Design parser_bus_arbiter, sky130hd; sources not shown.
run_1/metal_stack.png
Two of the layers only.
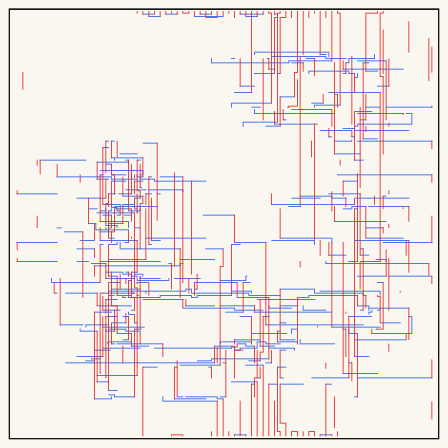
- blue: met1 (wire length 1250 µm)
- red: met2 (wire length 1340 µm)
WL final: 3.05 mm
Vias: 1002

run_1/pdn.png
Bar = 20 µm. Pins as bars on the die edge. Tap cells in grey.
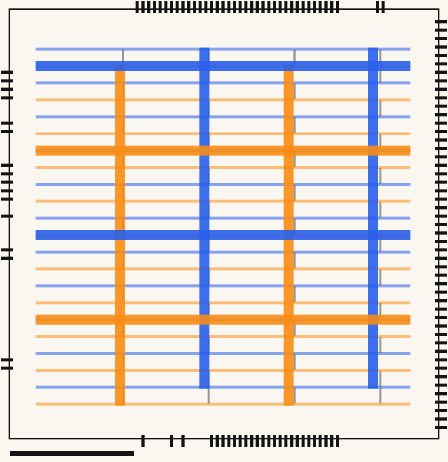
- orange: VSS
- blue: VDD
- signal pins: 129
- tap cells: 46
- met1 rails: 22
Die W: 68.9 µm
core area: 3440 µm²
Die Span Y: 68.9 µm
IR drop worst, VDD: 499 µV

run_1/drive_strength.png
Bar = 20 µm.
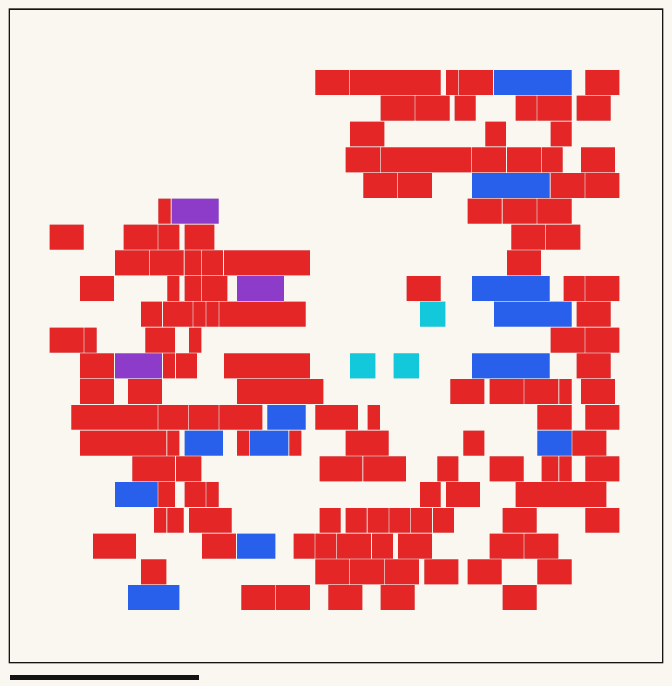
- red: drive 1 or less (cells 134; share 88%; most used clkdlybuf4s50_1)
- purple: drive 6 and up (cells 3; share 2.0%; most used clkbuf_8)
- blue: drive 2 (cells 12; share 7.9%; most used mux4_2)
- cyan: drive 3 to 4 (cells 3; share 2.0%; most used buf_4)
design area: 1590 µm²
P&R area growth vs syn: 43.2%

==> results.yml, run 1 <==
# generated from flow reports
worst_setup_path:
  critical_path_class: "input port to output port"
  crit_buf_inv: 2
final_layout:
  regArea_um2: 150
detailed_routing:
  routed.top_layer: "met4"
  ant_nets: 0
timing:
  setup_ws_ps: 170
  fin_skew_ps: 2.46
  slew_viol_final: 0
  finalSetupViolCount: 0
clock_network:
  clockRootBuffer: "clkbuf_8"
  max-clock-path-buffers: 2
global_routing:
  antenna_found_initial: 0
synth:
  synth_area_per_cell_um2: 9.34
  most_common_cell: "buf_4"
  synth_area_um2: 1110
  synthTopCellsByArea: "buf_4 22%, dfrtp_1 14%, ha_1 10%"
placement:
  place_area_um2: 1550
pwr:
  powerDensity_nw_per_um2: 804
  switching_share_pct: 42.4
run_status:
  status: "completed"
run 1: cell usage in the layout (no fill, tap or decap), types with 3 or more instances in the layout:
master / instances
clkdlybuf4s50_1: 63
mux4_1: 3
inv_1: 7
ha_1: 8
mux4_2: 5
nor2_1: 4
buf_4: 3
and2_1: 8
mux2_2: 3
and3_1: 4
dfrtp_1: 6
nor2b_1: 7
clkbuf_8: 3
nand2_1: 4
run 1: cell families after synthesis:
| kind of cell | share of synthesized area [%] |
|---|---|
| other | 0.338 |
| flip-flops | 13.5 |
| AND-OR/OR-AND | 8.67 |
| adder cells (fa/ha/maj) | 10.1 |
| buffers and inverters | 27.0 |
| AND/OR/NAND/NOR | 18.2 |
| multiplexers | 22.1 |
run 1: layer usage:
metal  global-route usage, %  vias up
met4                    4.62        0
met3                    5.19       12
met2                    19.3       71
met5                       0        -
li1                        -      453
met1                    13.0      466
run 1: timing repair:
item	4_1_cts	5_1_grt
endpoints found under the setup margin	0	1
buffers inserted	0	0
gates resized	0	1
hold buffers	0	0
run 1: layout make-up:
class / instances / share of cell area (%)
clock buffer: 3 / 2.59
tap: 46 / 3.62
timing repair buffer: 66 / 41.0
sequential: 6 / 9.43
multi-input combinational: 70 / 41.7
inverter: 7 / 1.65
run 1: stage by stage:
| stage | instances | power (W) |
|---|---|---|
| final | 198 | 0.00128 |
| after floorplan | 119 | 0.000871 |
| after detailed placement | 195 | 0.00115 |
| after CTS | 198 | 0.00129 |
| after global placement | 195 | 0.00114 |
| after global routing | 198 | 0.00138 |
run 1: power groups by stage:
stage	clock network [W]	registers, W	logic, W
2_1_floorplan	0	0.000187	0.000684
6_report	0.000132	0.000210	0.000938
5_1_grt	0.000143	0.000220	0.00101
3_3_place_gp	0	0.000210	0.000927
3_5_place_dp	0	0.000212	0.000941
4_1_cts	0.000135	0.000211	0.000943
run_1/final_congestion.png
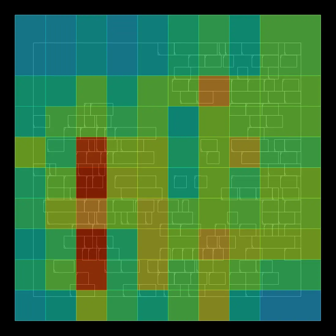

--- run 2 (diff from run 1) ---
--- a/config.mk
+++ b/config.mk
@@ -6,11 +6,11 @@
 export NUM_CORES = 1
 export LEC_CHECK = 0
 export CORE_MARGIN = 4
-export CORE_UTILIZATION = 30
+export CORE_UTILIZATION = 25
 export CTS_CLUSTER_DIAMETER = 60
 export DETAILED_ROUTE_END_ITERATION = 16
 export HOLD_SLACK_MARGIN = 0.1
-export PLACE_DENSITY_LB_ADDON = 0.2
+export PLACE_DENSITY = 0.8
 export SYNTH_ARGS = -nofsm -noshare
 export SYNTH_HDL_FRONTEND = slang
 export SYNTH_SLANG_ARGS = --single-unit
==> constraint.sdc (replaced) <==
create_clock -name clk -period 2.3 [get_ports clk]
set_input_delay 0.69 -clock clk [delete_from_list [all_inputs] [get_ports clk]]
set_output_delay 0.69 -clock clk [all_outputs]
set_load 0.02 [all_outputs]
run_2/final_congestion.png
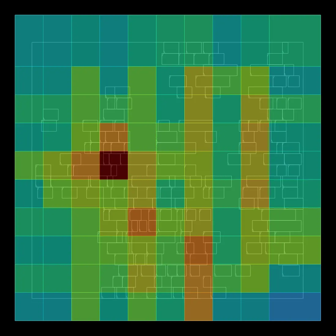
gr usage total: 11.0%
routed len/inst: 14.8 µm
GR peak layer: met2

run_2/met4.png
Cells faint in the background.
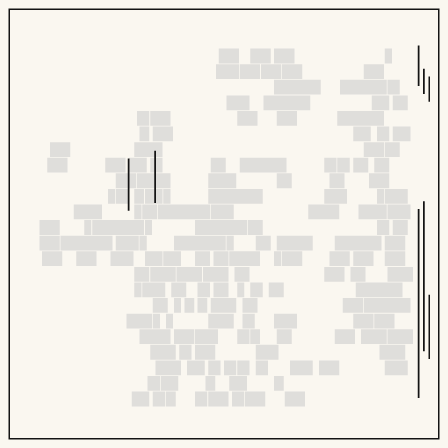
- wire length on this layer: 102 µm
- share of all routed wire: 3.2%
WL final: 3.18 mm
Vias: 1016

run_2/metal_stack.png
Two of the layers only.
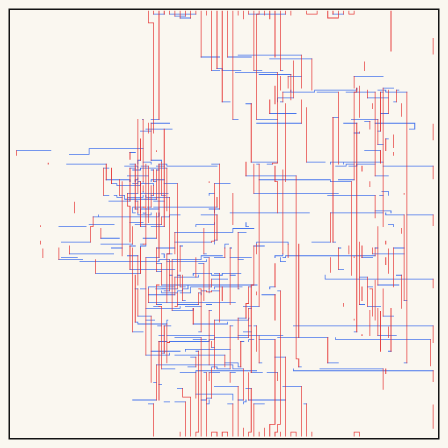
- red: met2 (wire length 1570 µm)
- blue: met1 (wire length 1090 µm)

==> results.yml, run 2 <==
# generated from flow reports
final_layout:
  final_layout_top_logic_cells: "24 x clkdlybuf4s15_1, 20 x buf_4, 9 x clkdlybuf4s50_1, 8 x mux4_2, 8 x and2_1"
  syn2layout_area_growth_pct: 52.6
  final_cell_area_um2: 1700
  final_layout_size_suffix_gt1_share_pct: 34.5
  final_common_cell: "clkdlybuf4s15_1"
pwr:
  powerDensity_nw_per_um2: 952
  ir_drop_uv: 409
  power_switching_w: 0.000674
  switching_share_pct: 41.7
clock_network:
  clockRootBuffer: "clkbuf_8"
  max-clock-path-buffers: 2
  cts_buffers: 3
  insertion_delay_ps: 220
worst_setup_path:
  critical_path_class: "input port to output port"
  path_max_fanout: 7
  crit_buf_inv: 2
synth:
  synthArstFlopShare_pct: 100
  yosysWarnings: 0
  synthTopCellsByArea: "buf_4 22%, dfrtp_1 14%, ha_1 10%"
  syn_inst: 119
  synth_area_per_cell_um2: 9.34
  synth_area_um2: 1110
  common_cells: "33 x buf_4, 9 x ha_1, 8 x and2_1"
  most_common_cell: "buf_4"
  ys_seq_share_pct: 13.5
job:
  drv_cap: 0
timing:
  finalSetupViolCount: 7
  final-hold-violation-count: 0
  period_used_pct: 102
  slew_viol_final: 0
  setup_ws_ps: -48.8
  fin_skew_ps: 0.228
global_routing:
  antenna_found_initial: 0
die:
  core-area_um2: 4140
  die_h_um: 74.7
  fp.dieW_um: 74.7
placement:
  place_area_um2: 1640
  hpwl_mm: 2.74
detailed_routing:
  ant_nets: 0
run_status:
  violations: "setup timing"
  status: "finished with violations"
==> run 2: cell counts after synthesis <==
No cell type changed its count.
==> run 2: power groups by stage <==
| stage | Sequential, W | Combinational [W] | Clock [W] |
|---|---|---|---|
| global placement | 0.000217 | 0.00124 | 0 |
| detailed placement | 0.000220 | 0.00126 | 0 |
| CTS | 0.000215 | 0.00124 | 0.000161 |
| finish | 0.000213 | 0.00124 | 0.000157 |
| global route | 0.000226 | 0.00136 | 0.000172 |
| floorplan | 0.000220 | 0.000803 | 0 |
==> run 2: what timing repair did <==
item                                    in CTS  in global routing
endpoints found under the setup margin      21                 16
pin swaps                                    3                  1
buffers inserted                             1                  0
hold buffers                                 0                  0
resized                                    132                 21
==> run 2: cell type report <==
class	instances	area, µm²	share of cell area [%]
sequential	6	151	8.93
timing repair buffer	79	739	43.6
tap	50	62.6	3.69
multi-input combinational	70	674	39.8
clock buffer	3	41.3	2.44
inverter	7	26.3	1.55
==> run 2: metrics by stage <==
step	std cells	total power (W)
3_3_place_gp	211	0.00146
3_5_place_dp	211	0.00147
2_1_floorplan	119	0.00102
5_1_grt	215	0.00176
4_1_cts	215	0.00162
6_report	215	0.00161
==> run 2: logic make-up (layout without fill, tap and decap cells) <==
kind of cell | after synthesis | in the layout | share of synthesized area (%)
DFF | 6 | 6 | 13.5
AOI/OAI and AO/OA | 12 | 12 | 8.67
buffers and inverters | 43 | 89 | 27.0
and+or+nand+nor | 35 | 35 | 18.2
muxes | 13 | 13 | 22.1
other | 1 | 1 | 0.338
adders and majority gates | 9 | 9 | 10.1
==> run 2: worst register-to-register path: stages, from the launching register on <==
cell and delay [ps]:
dfrtp_1 360, inv_1 100, ha_2 230, buf_4 160
nand2_1 80, or3_1 350, o211ai_1 90
==> run 2: per-layer routing <==
layer  wire length, µm  global-route usage (%)  up-vias
li1                  -                       -      475
met1              1090                    11.2      464
met2              1570                    19.4       60
met3               417                    4.81       17
met4               102                    4.74        0
met5                 0                       0        -
Power is estimated from default activity; no workload was simulated.
